===== config.mk =====
export PLATFORM = sky130hd
export DESIGN_NAME = cacheline_adaptor
export DESIGN_NICKNAME = d
export VERILOG_FILES = /design/src/rtl/rv32i_types.sv /design/src/rtl/cacheline_beat_buffer.sv /design/src/rtl/cacheline_adaptor.sv
export SDC_FILE = /design/constraint.sdc
export NUM_CORES = 1
export LEC_CHECK = 0
export CAP_MARGIN = 20
export CORE_AREA = 4 4 271 273
export CTS_BUF_LIST = sky130_fd_sc_hd__clkbuf_8
export CTS_CLUSTER_DIAMETER = 100
export CTS_CLUSTER_SIZE = 20
export DETAILED_ROUTE_END_ITERATION = 10
export DIE_AREA = 0 0 275 277
export SLEW_MARGIN = 0
export SYNTH_ARGS = -nofsm -noshare
export SYNTH_HDL_FRONTEND = slang
export SYNTH_SLANG_ARGS = --single-unit

===== constraint.sdc =====
create_clock -name clk -period 3.2 [get_ports clk]
set_clock_uncertainty 0.2 [all_clocks]
set_input_delay 0.64 -clock clk [delete_from_list [all_inputs] [get_ports clk]]
set_output_delay 0.64 -clock clk [all_outputs]
set_load 0.005 [all_outputs]

===== src/rtl/rv32i_types.sv =====
// Shared types for the cache/pmem path; the cacheline adaptor optionally builds
// per-direction line counters when CACHELINE_ADAPTOR_PERF_EN is defined.
package rv32i_types;

  localparam int unsigned LINE_WIDTH     = 256;
  localparam int unsigned BEAT_WIDTH     = 64;
  localparam int unsigned ADDR_WIDTH     = 32;
  localparam int unsigned PMEM_BURST_LEN = 4;
  localparam int unsigned BEATS          = LINE_WIDTH / BEAT_WIDTH;
  localparam int unsigned CNT_WIDTH      = $clog2(BEATS);
  localparam int unsigned LINE_BYTES     = LINE_WIDTH / 8;
  localparam int unsigned PERF_WIDTH     = 32;

  typedef logic [LINE_WIDTH-1:0]                 cacheline_t;
  typedef logic [BEAT_WIDTH-1:0]                 pmem_beat_t;
  typedef logic [BEATS-1:0][BEAT_WIDTH-1:0]      line_beats_t;
  typedef logic [CNT_WIDTH-1:0]                  beat_cnt_t;
  typedef logic [ADDR_WIDTH-1:0]                 addr_t;

  typedef enum logic [1:0] {
    IDLE = 2'd0,
    RD   = 2'd1,
    WR   = 2'd2,
    DONE = 2'd3
  } adaptor_state_e;

  // Clear the byte-offset bits so the burst starts on a line boundary.
  function automatic addr_t line_align(input addr_t a);
    addr_t mask;
    mask = ~ADDR_WIDTH'(LINE_BYTES - 1);
    return a & mask;
  endfunction

endpackage


===== src/rtl/cacheline_beat_buffer.sv =====
// Line register viewed as beats, with the beat counter that indexes it.
module cacheline_beat_buffer
  import rv32i_types::*;
(
  input  logic                  clk,
  input  logic                  rst,
  input  logic                  start_i,
  input  logic                  load_i,
  input  logic [LINE_WIDTH-1:0] line_i,
  input  logic                  beat_we_i,
  input  logic                  adv_i,
  input  logic [BEAT_WIDTH-1:0] beat_i,
  output logic [LINE_WIDTH-1:0] line_o,
  output logic [BEAT_WIDTH-1:0] wdata_o,
  output logic                  last_c
);

  line_beats_t buf_q, buf_d;
  beat_cnt_t   cnt_q, cnt_d;
  pmem_beat_t  wdata_q, wdata_d;

  // Next buffer/counter: whole-line load, single-beat store, counter advance.
  always_comb begin
    buf_d = buf_q;
    cnt_d = cnt_q;
    if (load_i) begin
      buf_d = line_beats_t'(line_i);
    end else if (beat_we_i) begin
      buf_d[cnt_q] = beat_i;
    end
    if (start_i) begin
      cnt_d = '0;
    end else if (adv_i) begin
      cnt_d = cnt_q + CNT_WIDTH'(1);
    end
    wdata_d = buf_d[cnt_d];
  end

  // Buffer, counter and the registered outgoing write beat.
  always_ff @(posedge clk or negedge rst) begin
    if (!rst) begin
      buf_q   <= '0;
      cnt_q   <= '0;
      wdata_q <= '0;
    end else begin
      buf_q   <= buf_d;
      cnt_q   <= cnt_d;
      wdata_q <= wdata_d;
    end
  end

  assign line_o  = cacheline_t'(buf_q);
  assign wdata_o = wdata_q;
  assign last_c  = (cnt_q == CNT_WIDTH'(BEATS - 1));

endmodule


===== src/rtl/cacheline_adaptor.sv =====
// Converts a cacheline read/write into a beat burst on pmem.
// Optional: CACHELINE_ADAPTOR_PERF_EN adds rd_line_count / wr_line_count.
module cacheline_adaptor
  import rv32i_types::*;
(
  input  logic                  clk,
  input  logic                  rst,
  input  logic                  line_read,
  input  logic                  line_write,
  input  logic [ADDR_WIDTH-1:0] line_address,
  input  logic [LINE_WIDTH-1:0] line_i,
  output logic [LINE_WIDTH-1:0] line_o,
  output logic                  line_resp,
  output logic                  pmem_read,
  output logic                  pmem_write,
  output logic [ADDR_WIDTH-1:0] pmem_address,
  output logic [BEAT_WIDTH-1:0] pmem_wdata,
  input  logic [BEAT_WIDTH-1:0] pmem_rdata,
  input  logic                  pmem_resp
`ifdef CACHELINE_ADAPTOR_PERF_EN
  ,
  output logic [PERF_WIDTH-1:0] rd_line_count,
  output logic [PERF_WIDTH-1:0] wr_line_count
`endif
);

  adaptor_state_e state_q, state_d;
  addr_t          addr_q, addr_d;
  logic           pmem_read_q, pmem_write_q, line_resp_q;
  logic           start_c, load_c, beat_we_c, adv_c, last_c;

  cacheline_beat_buffer u_buf (
    .clk       (clk),
    .rst       (rst),
    .start_i   (start_c),
    .load_i    (load_c),
    .line_i    (line_i),
    .beat_we_i (beat_we_c),
    .adv_i     (adv_c),
    .beat_i    (pmem_rdata),
    .line_o    (line_o),
    .wdata_o   (pmem_wdata),
    .last_c    (last_c)
  );

  // Next-state and buffer control; write wins over read in IDLE.
  always_comb begin
    state_d   = state_q;
    addr_d    = addr_q;
    start_c   = 1'b0;
    load_c    = 1'b0;
    beat_we_c = 1'b0;
    adv_c     = 1'b0;
    unique case (state_q)
      IDLE: begin
        if (line_write) begin
          addr_d  = line_align(line_address);
          start_c = 1'b1;
          load_c  = 1'b1;
          state_d = WR;
        end else if (line_read) begin
          addr_d  = line_align(line_address);
          start_c = 1'b1;
          state_d = RD;
        end
      end
      RD: begin
        if (pmem_resp) begin
          beat_we_c = 1'b1;
          adv_c     = 1'b1;
          if (last_c) state_d = DONE;
        end
      end
      WR: begin
        if (pmem_resp) begin
          adv_c = 1'b1;
          if (last_c) state_d = DONE;
        end
      end
      DONE: state_d = IDLE;
      default: state_d = IDLE;
    endcase
  end

  // State, address and outputs registered from the next state.
  always_ff @(posedge clk or negedge rst) begin
    if (!rst) begin
      state_q      <= IDLE;
      addr_q       <= '0;
      pmem_read_q  <= 1'b0;
      pmem_write_q <= 1'b0;
      line_resp_q  <= 1'b0;
    end else begin
      state_q      <= state_d;
      addr_q       <= addr_d;
      pmem_read_q  <= (state_d == RD);
      pmem_write_q <= (state_d == WR);
      line_resp_q  <= (state_d == DONE);
    end
  end

  assign pmem_read    = pmem_read_q;
  assign pmem_write   = pmem_write_q;
  assign line_resp    = line_resp_q;
  assign pmem_address = addr_q;

`ifdef CACHELINE_ADAPTOR_PERF_EN
  logic                  is_wr_q;
  logic [PERF_WIDTH-1:0] rd_cnt_q, wr_cnt_q;

  // Remember the request type and count completed lines per direction.
  always_ff @(posedge clk or negedge rst) begin
    if (!rst) begin
      is_wr_q  <= 1'b0;
      rd_cnt_q <= '0;
      wr_cnt_q <= '0;
    end else begin
      if (start_c) is_wr_q <= load_c;
      if (state_q == DONE) begin
        if (is_wr_q) wr_cnt_q <= wr_cnt_q + PERF_WIDTH'(1);
        else         rd_cnt_q <= rd_cnt_q + PERF_WIDTH'(1);
      end
    end
  end

  assign rd_line_count = rd_cnt_q;
  assign wr_line_count = wr_cnt_q;
`endif

endmodule


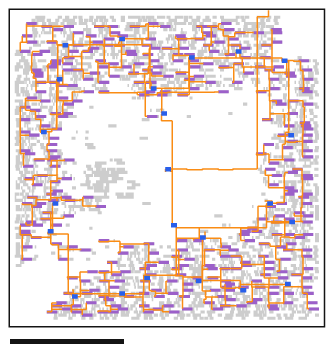
Fig. 1. Clock distribution.
Scale bar: 100 um.
Blue marks clock-net drivers, count 23. Orange marks clock wires, length 5,180 um. Purple marks flip-flops, count 354.
Position of the flops: all over the die. There are 24 routed clock nets.

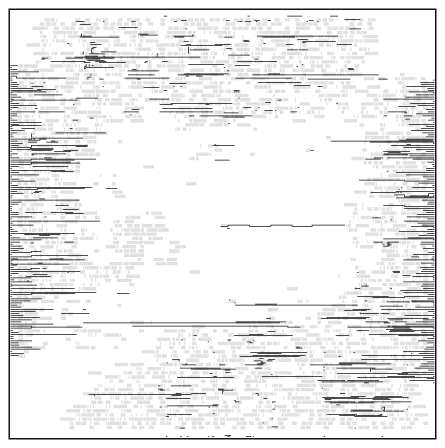
Fig. 2. M3 wires.
508 nets have wire on it. The wires run mostly horizontal. The layer carries 7,730 um of wire. The layer holds 9.0% of the routed length.

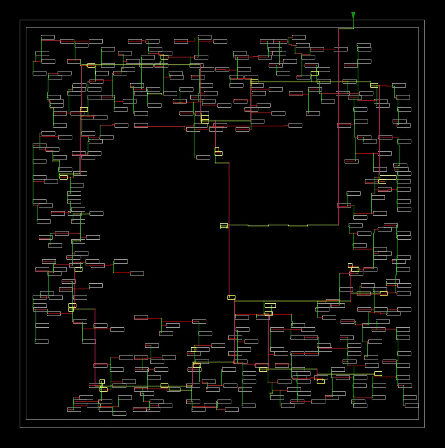
Fig. 3. Clock nets.
Inserted Clock Buffers: 23
CTS Sinks: 354

==> results_dict.tcl <==
# place-and-route summary
set metrics [dict create \
    status "completed" \
    power_mw 24.10 \
    fin_util 0.3760 \
    fp_util 0.2478 \
    dr_total_vias 19333 \
    required_ns 3.54 \
    r2r-end "u_buf.wdata_o[0]" \
    fin_nets 3019 \
    ys_sh_adder 0.006389 \
    use_met2 0.3554 \
    final_area_sq_um 26740 \
    sh_comb_area 0.3009 \
    leakagePower_nw 10.85 \
    io_pins 712 \
    lay_top_cells "clkdlybuf4s50_1 (700), nand2_1 (596), dfrtp_1 (354), nor2_1 (259)" \
    synth-xor-area-share 0 \
    fin_tns_setup_ns 0 \
    largest_area_cell "dfrtp_1" \
    grt_max_degree 66 \
    n_tap_cell 950 \
    grt_pass1_vias 18690 \
    final_common_cell "clkdlybuf4s50_1" \
    postRouteAntennaNets 0 \
    cts_tree "built" \
    rsz0062_at_grt "false" \
    clkTransAtPathRegs_ns 0.14 \
    hold_slack_ns 0.2861 \
    drc 0 \
    setup_viol 0 \
    aoi_share 0.2287 \
    antenna_cells 12 \
    syn_area_sq_um 17630 \
    drtPass1Iterations 6 \
    hold_buffers 1 \
    edf_count 0 \
    top_area_frac 0.5026 \
    crit_type "flop to flop" \
    ys_cells 2015 \
    r2r-start "state_q[0]" \
    syn2layout_area_growth_pct 51.71 \
    cts_setup_buffers 0 \
    buffers 787 \
    async_flop_share 1.000 \
    yosysChipArea_sq_um 17630 \
    synth_seq_share 0.5026 \
    yosysUniqueCellTypes 33 \
    place_congestion 0.9166 \
    ff_count 354 \
    comb_cells 1480 \
    m1WireLength_um 33070 \
    wirelength_um 85420 \
    place_ws_ns -0.05434 \
    seq_area_frac 0.3313 \
    die_area_sq_um 76180 \
    path_max_fanout 23 \
    htree_levels 1 \
    nonClkBufAreaFrac 0.3055 \
    cp_data_arrival_time_ns 3.17 \
    dominant_cells "flip-flops and latches" \
    crit_end "u_buf.wdata_o[0]" \
    ys_sh_mux 0 \
    cts.path.max_buffers 3 \
    cp-end-kind "flop" \
    hold_violations 0 \
    dr.first_iter.drc_count 1603 \
    tightest_slew_ns 0.6028 \
    vdd_drop_max_mv 0.3568 \
    nClkBuffers 24 \
    clock_latency_ns 0.65 \
    syn_inst 2015 \
    synth-warning-count 0 \
    overflow 0 \
]
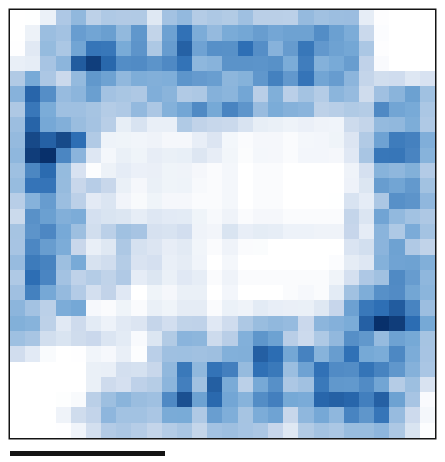
Fig. 4. Wire density map.
Scale bar: 100 um. 28 x 28 tiles, from white (low) to dark blue (high), scaled to the fullest tile. Values are wire area over tile area, all layers added.
The fullest tile reaches 0.60. The mean over all tiles is 0.19. The emptiest ninth of the die: centre. 23% of the tiles are over half the peak. The densest ninth of the die: lower right.

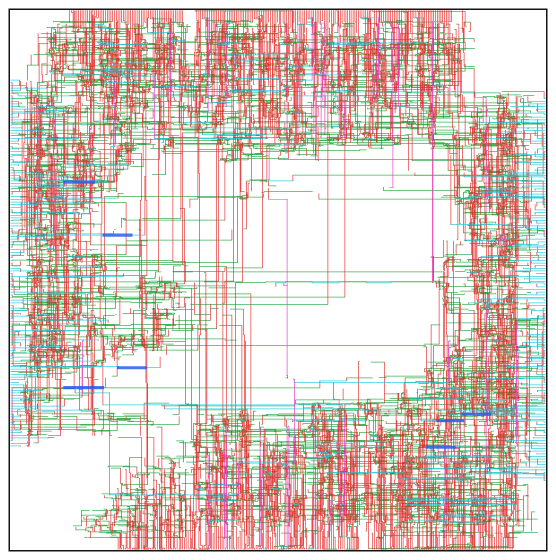
Fig. 5. Wiring by layer.
Red marks M2, wire length 41.2 mm. Blue marks M5, wire length 102 um. Magenta marks M4, wire length 3,320 um. Cyan marks M3, wire length 7,730 um. Green marks M1, wire length 33.1 mm.

==> registers in the layout, summed over array words and instances (netlist names) <==
name,count
u_buf.line_o,256
u_buf.cnt_q,2
pmem_read,1
pmem_write,1
line_resp,1
state_q,2
u_buf.wdata_o,64
pmem_address,27
==> where the power goes <==
part	internal (mW)	switching (mW)	total (mW)
Combinational	6.93	6.73	13.7
Sequential	6.73	1.28	8.01
Clock	0.799	1.64	2.44
Total	14.5	9.64	24.1
==> worst max-delay path: stages (launching register included) <==
cell and delay, ns:
dfrtp_1 0.40, inv_1 0.07, ha_1 0.51, a21boi_1 0.23
o2111ai_4 0.37, buf_12 0.24, a311oi_1 0.13, or4_1 0.55
Power is estimated from default activity; no workload was simulated.
